$ cat config.mk
export PLATFORM = sky130hd
export DESIGN_NAME = rvga_mem_arbiter
export DESIGN_NICKNAME = d
export VERILOG_FILES = /design/src/rtl/rvga_mem_arbiter.sv
export SDC_FILE = /design/constraint.sdc
export NUM_CORES = 1
export LEC_CHECK = 0
export ABC_CLOCK_PERIOD_IN_PS = 4300
export CELL_PAD_IN_SITES_DETAIL_PLACEMENT = 0
export CELL_PAD_IN_SITES_GLOBAL_PLACEMENT = 1
export CORE_MARGIN = 4
export CORE_UTILIZATION = 27
export DETAILED_ROUTE_END_ITERATION = 16
export PLACE_DENSITY_LB_ADDON = 0.1
export SYNTH_ARGS = -nofsm -noshare
export SYNTH_HDL_FRONTEND = slang
export SYNTH_SLANG_ARGS = --single-unit
$ cat constraint.sdc
create_clock -name clk_i -period 4.3 [get_ports clk_i]
set_input_delay 1.29 -clock clk_i [delete_from_list [all_inputs] [get_ports clk_i]]
set_output_delay 1.29 -clock clk_i [all_outputs]
set_load 0.05 [all_outputs]
$ cat src/rtl/rvga_mem_arbiter.sv
// Arbitrates the core's instruction-fetch and data ports onto one single-port memory, one transaction at a time.
// Optional macro RVGA_MEM_ARB_RR_EN switches simultaneous-request arbitration from fixed dmem priority to round-robin.
module rvga_mem_arbiter #(
    parameter int ADDR_W = 32,
    parameter int DATA_W = 32,
    parameter int MASK_W = DATA_W / 8
) (
    input  logic              clk_i,
    input  logic              rst_ni,
    input  logic              imem_v_i,
    input  logic [ADDR_W-1:0] imem_addr_i,
    output logic [DATA_W-1:0] imem_data_o,
    output logic              imem_resp_v_o,
    input  logic              dmem_r_v_i,
    input  logic              dmem_w_v_i,
    input  logic [ADDR_W-1:0] dmem_addr_i,
    input  logic [DATA_W-1:0] dmem_data_i,
    input  logic [MASK_W-1:0] dmem_wmask_i,
    output logic [DATA_W-1:0] dmem_data_o,
    output logic              dmem_resp_v_o,
    output logic              mem_v_o,
    output logic              mem_w_v_o,
    output logic [ADDR_W-1:0] mem_addr_o,
    output logic [DATA_W-1:0] mem_data_o,
    output logic [MASK_W-1:0] mem_wmask_o,
    input  logic              mem_ready_i,
    input  logic              mem_resp_v_i,
    input  logic [DATA_W-1:0] mem_data_i
);

    typedef enum logic [2:0] {
        IDLE,
        REQ_I,
        REQ_D,
        WAIT_I,
        WAIT_D
    } state_t;

    state_t state;
    state_t state_next;

    logic              dmem_req;
    logic              any_req;
    logic              grant_d;
    logic              capture;

    logic              next_w;
    logic [ADDR_W-1:0] next_addr;
    logic [DATA_W-1:0] next_data;
    logic [MASK_W-1:0] next_mask;

    logic              cap_w;
    logic [ADDR_W-1:0] cap_addr;
    logic [DATA_W-1:0] cap_data;
    logic [MASK_W-1:0] cap_mask;

    assign dmem_req = dmem_r_v_i | dmem_w_v_i;
    assign any_req  = dmem_req | imem_v_i;
    assign capture  = (state == IDLE) && any_req;

`ifdef RVGA_MEM_ARB_RR_EN
    // last_grant: 1 = dmem was served last, 0 = imem was served last
    logic last_grant;

    always_comb begin
        grant_d = dmem_req;
        if (dmem_req && imem_v_i) begin
            grant_d = ~last_grant;
        end
    end

    always_ff @(posedge clk_i or negedge rst_ni) begin
        if (!rst_ni) begin
            last_grant <= 1'b0;
        end else if (capture) begin
            last_grant <= grant_d;
        end
    end
`else
    always_comb begin
        grant_d = dmem_req;
    end
`endif

    // Request fields for the winner; a simultaneous load/store is issued as the store
    always_comb begin
        next_w    = grant_d & dmem_w_v_i;
        next_addr = grant_d ? dmem_addr_i : imem_addr_i;
        next_data = next_w ? dmem_data_i : '0;
        next_mask = next_w ? dmem_wmask_i : '0;
    end

    always_ff @(posedge clk_i or negedge rst_ni) begin
        if (!rst_ni) begin
            state <= IDLE;
        end else begin
            state <= state_next;
        end
    end

    always_comb begin
        state_next = state;
        case (state)
            IDLE: begin
                if (any_req) begin
                    state_next = grant_d ? REQ_D : REQ_I;
                end
            end
            REQ_I: begin
                if (mem_ready_i) begin
                    state_next = WAIT_I;
                end
            end
            REQ_D: begin
                if (mem_ready_i) begin
                    state_next = WAIT_D;
                end
            end
            WAIT_I: begin
                if (mem_resp_v_i) begin
                    state_next = IDLE;
                end
            end
            WAIT_D: begin
                if (mem_resp_v_i) begin
                    state_next = IDLE;
                end
            end
            default: begin
                state_next = IDLE;
            end
        endcase
    end

    // Fields are frozen from the grant edge until the next grant, so they stay stable while ready is low
    always_ff @(posedge clk_i or negedge rst_ni) begin
        if (!rst_ni) begin
            cap_w    <= 1'b0;
            cap_addr <= '0;
            cap_data <= '0;
            cap_mask <= '0;
        end else if (capture) begin
            cap_w    <= next_w;
            cap_addr <= next_addr;
            cap_data <= next_data;
            cap_mask <= next_mask;
        end
    end

    assign mem_v_o     = (state == REQ_I) || (state == REQ_D);
    assign mem_w_v_o   = cap_w;
    assign mem_addr_o  = cap_addr;
    assign mem_data_o  = cap_data;
    assign mem_wmask_o = cap_mask;

    // Responses outside WAIT_x (early, or after a reset) are dropped here
    assign imem_resp_v_o = (state == WAIT_I) && mem_resp_v_i;
    assign dmem_resp_v_o = (state == WAIT_D) && mem_resp_v_i;
    assign imem_data_o   = mem_data_i;
    assign dmem_data_o   = mem_data_i;

endmodule
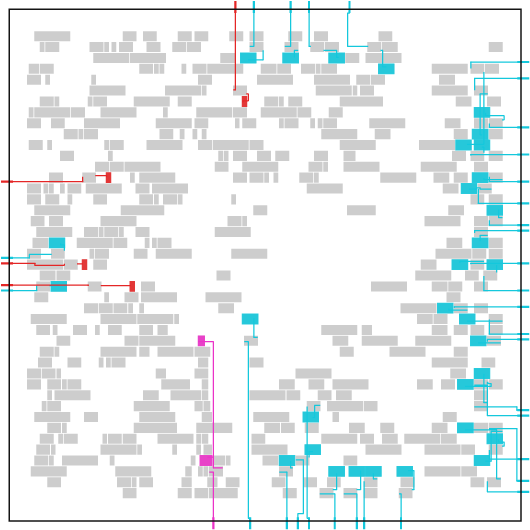
(images/port_nets.png)
(4 px per µm)
| colour | port | direction | edge | end cells | wire |
|---|---|---|---|---|---|
| cyan | dmem_addr_i | input | 18 right, 8 bottom, 4 top, 2 left | 32 | 628 µm |
| red | dmem_wmask_i | input | 3 left, 1 top | 4 | 88.0 µm |
| magenta | imem_v_i | input | bottom | 2 | 51.6 µm |

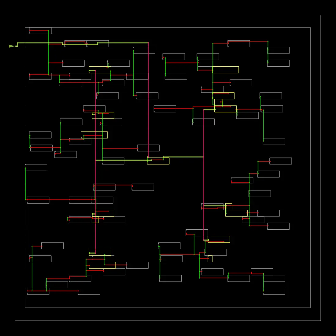
(images/final_clocks.png)
Num CTS Buffers: 9
flip-flops: 72
Worst Clk Skew: 0.00454 ns

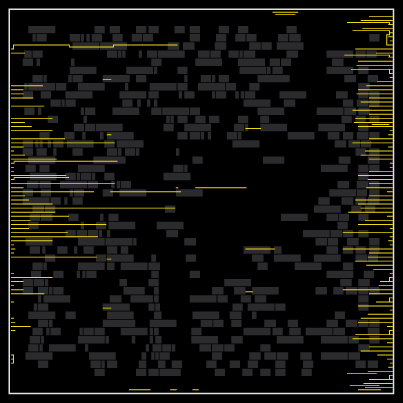
(images/met3.png)
(3 px per µm) Cells faint in the background.
longest straight run: 54.5 µm
share of all routed wire: 14%
nets with wire on the layer: 131
main direction: horizontal
wire length on this layer: 1460 µm
met3 usage: 6.90%
Post-Route WL: 10500 µm
total number of vias: 2684

==> reports/qor.txt <==
Seq pwr share -> 25.0%
Seq area share -> 31.5%
Net Sw Frac -> 44.8%
RSZ-0062 raised after global routing -> false
Post-CTS setup buffer count -> 0
Non-clock buffers -> 182
Syn_area_per_cell -> 11.1 µm²
Fin util -> 41.0%
Arrival time at the worst endpoint -> 2.46 ns
R2R cell count -> 3
Clk network pwr share -> 18.5%
Startpoint Class -> input port
Crit-path max FO -> 4
Xor+xnor area frac -> 0.227%
Synth unique cells -> 22
Final #Nets -> 599
# rows -> 43
Most common cell in the synthesized netlist -> dfrtp_1
Post-synthesis mux area share -> 28.3%
Worst hold path class -> reg2reg
Complex Gates by Area -> 0.940%
Outcome -> finished clean
Highest routed layer -> met4
Async SR Flop Fraction -> 100%
CP Launch Point -> mem_resp_v_i
P_sw -> 2.10 mW
DP HPWL -> 7640 µm
Max cap viols -> 0
WL/cell -> 16.2 µm
Die width -> 128 µm
Seq. cell area -> 1800 µm²
Syn. warnings -> 0
Filler Cell Count -> 1318
Crit path cell chain -> clkdlybuf4s50_1, nand2_1, nor3b_1, buf_12
Clk ins delay skew pair -> 0.33 ns
Tapcell Cnt -> 180
Die H -> 128 µm
Log Warnings -> 26
Minimum clock period -> 3.75 ns
Power is estimated from default activity; no workload was simulated.
